## src/rtl/arbitro_multiplicacion_torus_pkg.sv

```systemverilog
// Shared definitions for the round-robin 2x2 torus multiplier arbiter:
// state encoding, coefficient widths, packing offsets and default sizing.
package arbitro_multiplicacion_torus_pkg;

  typedef enum logic [1:0] {
    IDLE    = 2'd0,
    CARGA   = 2'd1,
    ESPERA  = 2'd2,
    ENTREGA = 2'd3
  } state_t;

  localparam int CW_IN  = 4;
  localparam int CW_OUT = 8;
  localparam int OPS_W  = 8 * CW_IN;
  localparam int MAT_W  = 4 * CW_IN;
  localparam int RES_W  = 4 * CW_OUT;

  // Bit offsets of each coefficient inside an OPS word (A00 in the MSBs)
  localparam int OFF_A00 = 28;
  localparam int OFF_A01 = 24;
  localparam int OFF_A10 = 20;
  localparam int OFF_A11 = 16;
  localparam int OFF_B00 = 12;
  localparam int OFF_B01 = 8;
  localparam int OFF_B10 = 4;
  localparam int OFF_B11 = 0;
  localparam int OFF_MA  = OFF_A11;
  localparam int OFF_MB  = OFF_B11;

  // Bit offsets of each product coefficient inside RES/MC (C00 in the MSBs)
  localparam int OFF_C00 = 24;
  localparam int OFF_C01 = 16;
  localparam int OFF_C10 = 8;
  localparam int OFF_C11 = 0;

  localparam int NREQ_DEF    = 4;
  localparam int TIMEOUT_DEF = 31;

endpackage

```

## src/rtl/arbitro_multiplicacion_torus_selector_rr.sv

```systemverilog
// Combinational round-robin picker: first set request bit searching upward
// from i_ptr+1 with wrap-around; returns a one-hot grant and its index.
module arbitro_multiplicacion_torus_selector_rr #(
  parameter int NREQ = 4,
  parameter int IW   = 2
) (
  input  logic [NREQ-1:0] i_req,
  input  logic [IW-1:0]   i_ptr,
  output logic [NREQ-1:0] o_gnt,
  output logic [IW-1:0]   o_idx,
  output logic            o_any
);

  logic [IW-1:0] w_pos;

  always_comb begin
    o_gnt = '0;
    o_idx = '0;
    o_any = 1'b0;
    w_pos = '0;
    for (int k = 1; k <= NREQ; k++) begin
      w_pos = ((int'(i_ptr) + k) >= NREQ) ? IW'(int'(i_ptr) + k - NREQ)
                                          : IW'(int'(i_ptr) + k);
      if (!o_any && i_req[w_pos]) begin
        o_any = 1'b1;
        o_idx = w_pos;
        o_gnt = NREQ'(1) << w_pos;
      end
    end
  end

endmodule

```

## src/rtl/arbitro_multiplicacion_torus.sv

```systemverilog
// Round-robin scheduler sharing one 2x2 torus matrix multiplier (STM/EOM handshake).
// Optional EOM watchdog compiled in with ARB_TIMEOUT_EN.
module arbitro_multiplicacion_torus
  import arbitro_multiplicacion_torus_pkg::*;
#(
  parameter int NREQ    = NREQ_DEF,
  parameter int TIMEOUT = TIMEOUT_DEF
) (
  input  logic                  CLK,
  input  logic                  RST,
  input  logic [NREQ-1:0]       REQ,
  input  logic [NREQ*OPS_W-1:0] OPS,
  output logic [NREQ-1:0]       GNT,
  output logic                  BUSY,
  output logic [NREQ-1:0]       DONE,
  output logic                  ERR,
  output logic [RES_W-1:0]      RES,
  output logic                  STM,
  output logic [MAT_W-1:0]      MA,
  output logic [MAT_W-1:0]      MB,
  input  logic                  EOM,
  input  logic [RES_W-1:0]      MC
);

  localparam int IW = $clog2(NREQ);

  state_t           r_state;
  logic [IW-1:0]    r_ptr;
  logic [IW-1:0]    r_idx;
  logic [NREQ-1:0]  r_gnt;
  logic [NREQ-1:0]  r_done;
  logic             r_stm;
  logic             r_busy;
  logic [RES_W-1:0] r_res;
  logic [MAT_W-1:0] r_ma;
  logic [MAT_W-1:0] r_mb;

  logic [NREQ-1:0]  w_sel_gnt;
  logic [IW-1:0]    w_sel_idx;
  logic             w_sel_any;
  logic [OPS_W-1:0] w_ops [NREQ];

  for (genvar i = 0; i < NREQ; i++) begin : g_ops
    assign w_ops[i] = OPS[i*OPS_W +: OPS_W];
  end

  arbitro_multiplicacion_torus_selector_rr #(
    .NREQ (NREQ),
    .IW   (IW)
  ) u_selector_rr (
    .i_req (REQ),
    .i_ptr (r_ptr),
    .o_gnt (w_sel_gnt),
    .o_idx (w_sel_idx),
    .o_any (w_sel_any)
  );

`ifdef ARB_TIMEOUT_EN
  logic [7:0] r_cnt;
  logic       r_err;

  always_ff @(posedge CLK) begin
    if (!RST) begin
      r_cnt <= '0;
      r_err <= 1'b0;
    end else begin
      case (r_state)
        CARGA:   r_cnt <= '0;
        ESPERA: begin
          r_cnt <= r_cnt + 8'd1;
          // EOM has priority over an expiring watchdog
          r_err <= !EOM && (r_cnt == 8'(TIMEOUT - 1));
        end
        default: r_err <= 1'b0;
      endcase
    end
  end

  wire w_timeout = (r_cnt == 8'(TIMEOUT - 1));
  assign ERR = r_err;
`else
  wire w_timeout = 1'b0;
  assign ERR = 1'b0;
`endif

  always_ff @(posedge CLK) begin
    if (!RST) begin
      r_state <= IDLE;
      r_ptr   <= IW'(NREQ - 1);
      r_idx   <= '0;
      r_gnt   <= '0;
      r_done  <= '0;
      r_stm   <= 1'b0;
      r_busy  <= 1'b0;
      r_res   <= '0;
      r_ma    <= '0;
      r_mb    <= '0;
    end else begin
      case (r_state)
        IDLE: begin
          if (w_sel_any) begin
            r_gnt   <= w_sel_gnt;
            r_idx   <= w_sel_idx;
            r_ma    <= w_ops[w_sel_idx][OFF_MA +: MAT_W];
            r_mb    <= w_ops[w_sel_idx][OFF_MB +: MAT_W];
            r_stm   <= 1'b1;
            r_busy  <= 1'b1;
            r_state <= CARGA;
          end
        end
        CARGA: begin
          r_stm   <= 1'b0;
          r_state <= ESPERA;
        end
        ESPERA: begin
          if (EOM) begin
            r_res   <= MC;
            r_done  <= r_gnt;
            r_state <= ENTREGA;
          end else if (w_timeout) begin
            r_res   <= '0;
            r_done  <= r_gnt;
            r_state <= ENTREGA;
          end
        end
        ENTREGA: begin
          r_done  <= '0;
          r_gnt   <= '0;
          r_busy  <= 1'b0;
          r_ptr   <= r_idx;
          r_state <= IDLE;
        end
        default: r_state <= IDLE;
      endcase
    end
  end

  assign GNT  = r_gnt;
  assign DONE = r_done;
  assign BUSY = r_busy;
  assign STM  = r_stm;
  assign RES  = r_res;
  assign MA   = r_ma;
  assign MB   = r_mb;

endmodule

```

## config.mk

```make
export PLATFORM = sky130hd
export DESIGN_NAME = arbitro_multiplicacion_torus
export DESIGN_NICKNAME = d
export VERILOG_FILES = /design/src/rtl/arbitro_multiplicacion_torus_pkg.sv /design/src/rtl/arbitro_multiplicacion_torus_selector_rr.sv /design/src/rtl/arbitro_multiplicacion_torus.sv
export SDC_FILE = /design/constraint.sdc
export NUM_CORES = 1
export LEC_CHECK = 0
export CAP_MARGIN = 20
export CORE_ASPECT_RATIO = 1.25
export CORE_MARGIN = 5
export CORE_UTILIZATION = 36
export DETAILED_ROUTE_END_ITERATION = 7
export HOLD_SLACK_MARGIN = 0.08
export PLACE_DENSITY = 0.78
export RECOVER_POWER = 50
export REMOVE_ABC_BUFFERS = 1
export SKIP_CTS_REPAIR_TIMING = 1
export SLEW_MARGIN = 10
export SYNTH_ARGS = -nofsm -noshare
export SYNTH_HDL_FRONTEND = slang
export SYNTH_SLANG_ARGS = --single-unit
```

## constraint.sdc

```tcl
create_clock -name CLK -period 2.5 [get_ports CLK]
set_input_delay 0.5 -clock CLK [delete_from_list [all_inputs] [get_ports CLK]]
set_output_delay 0.5 -clock CLK [all_outputs]
set_load 0.02 [all_outputs]
```

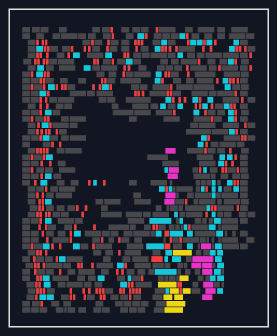
(gate-type map)
color	family	cells
magenta	adder and majority cells	13
red	NAND gates	241
cyan	inverting AOI/OAI gates	101
yellow	multiplexers	9

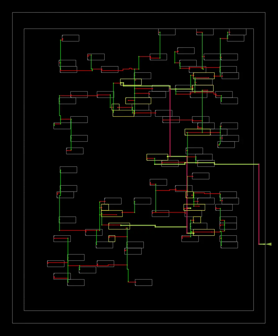
(clock nets)
Skew-Pair Late Insertion Delay: 0.33 ns
clock network power: 0.00144 W

==> CHANGELOG.md <==
### Changed

- Outcome: finished clean
- Post-Synth XOR/XNOR Area: 0
- Total CTS buffers: 9
- Ys cells: 561
- Met2 WL: 7705 um
- Required time worst endpoint: 2.72 ns
- Initial antenna violation count: 0
- Crit path capture: MA[9]
- Flop share of the area: 0.2139
- Seq group: 0.00187 W
- Synth Cell Area: 4494 um2
- Dominant combinational family: AND-OR/OR-AND gates
- Cell chain of the critical path: inv_1 -> ha_4 -> mux4_2 -> buf_4 -> nor2_4 -> buf_4 -> nand2_1 -> o2111ai_4 -> buf_12 -> a21oi_2 -> a221o_1
- YS chip area: 4494 um2
- Placed Area: 7136 um2
- Seq_cells: 80
- Crit. End Element: register
- Residual DRC: 0
- Most frequent cells after synthesis: nand2_1 (237), dfxtp_1 (80), a21boi_0 (34), a221o_1 (32), a21oi_2 (30)
- Vias in the first global route: 4970
- H-tree levels: 3
- Hold slack: 0.4619 ns
- Diode count: 0
- Share of cells above drive strength 1: 0.1216
- Reg2reg path depth: 11
- Metal-1 WL: 5605 um
- Grt met3 use: 0.07221
- Critical path launch point type: register
- First-pass GRT wire length: 24000 um
- Cell type with the largest total area: dfxtp_1
- Non-CTS buffers: 269
- Signal inverters: 11
- DR iter-0 viols: 175
- Number of enable flip-flop cells: 0
- Max-slew violations: 0
- WHS Endpoint: RES[1]
- Final worst setup slack: 0.08930 ns
- Avg WL per Cell: 15.55 um
- Clock-pin slew on the worst setup and hold paths: 0.07 ns
- Critical Path AT: 2.63 ns
- Grt ovf: 0
- Total negative setup slack: 0 ns
- Syn Area/Cell: 8.011 um2
- Met3 Routed Length: 1538 um
- Fmax: 414.8 MHz
- Hold Startpoint: RES[1]
- Simple-Gate Fraction of Synth Area: 0.2422
- Cycle use final: 0.9643
- Max-Cap Viols: 0
- Final non-clock buffer share: 0.3600
- CP Buf/Inv Count: 4
- Clk buf depth: 2
- Post-Synthesis Cells: 561
- CTS tree: built
- Comb. pwr: 0.00355 W
- Fin. Hold Viols: 0
- Adder-cell area share of the yosys netlist: 0.03619
- Synth cell types: 44
- Die Span Y: 134.9 um
- Post-DR vias/cell: 4.984
- Synth area leaders: dfxtp_1 (36%), nand2_1 (20%), a221o_1 (7.1%), a21oi_2 (5.8%), a21boi_0 (5.7%)
- Ports: 242
- Clk sink count: 80
- Synth flops: 80
- Mux share: 0.03313
- Die Area: 14830 um2
- Worst slack, placed: -0.4293 ns
- Least-Margin Pin Slew: 0.6479 ns
- RSZ-0062 raised after global routing: no
- Crit Reg-Reg Startpoint: r_ptr[0]
- Relative slew margins: 0.5681
- Flop area: 1602 um2
- Layout Cells excl Fill: 970
- Total Power: 0.006851 W
- Worst Hold Depth: 2
- Main flop type: dfxtp_1
- Reg2reg setup slack: 0.09 ns
- Warning total across the stage logs: 36
- Fraction of area in multi-input gates: 0.3494
- Most common cell in the synthesized netlist: nand2_1
- Leakage power: 3.149 nW
- Dpl cells: 954
- Ys async rst share: 0
- Post-route cell area: 7487 um2
- Detailed Route WL: 15080 um
- Aoi share: 0.2648
- Critical-path maximum fanout: 32
- Area Overhead vs Synth: 66.59%
- Root Buffer: clkbuf_16
- Vias: 4834
- Logic pwr share: 0.518
- Fillers: 1059
- MI comb area: 2616 um2
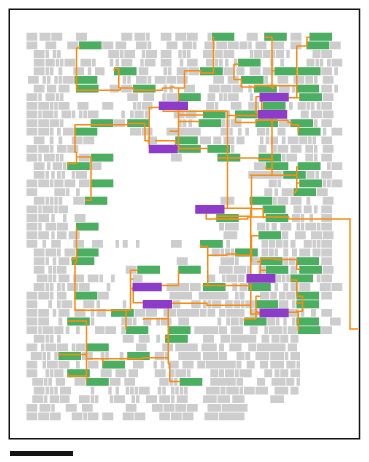
(clock network drawn from the DEF)
The bar under the picture is 20 um long.
[purple] cells driving clock nets | count: 9
[green] flip-flops | count: 80
[orange] clock wires | length: 1020 um
flops lie	spread over the die
routed clock nets	10
Clk network pwr share: 0.209
clock skew: 0.008842 ns

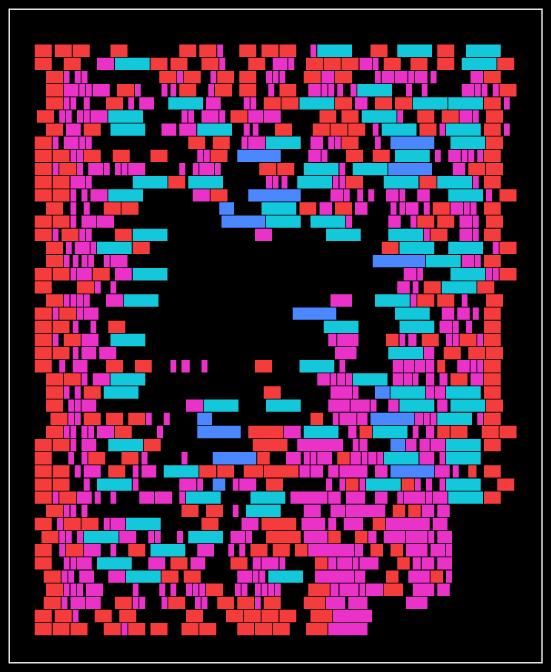
(placed cells, one color a class)
color	class	cells	share of their area
cyan	flops	80	22%
red	other buffers and delay cells	269	37%
blue	clock drivers and dummy loads	16	4.5%
magenta	all other logic	441	36%
Final Core Density: 0.6128
core area: 12220 um2
# rows: 45

Power figures rest on the tool's default switching activity, not on a simulated workload.
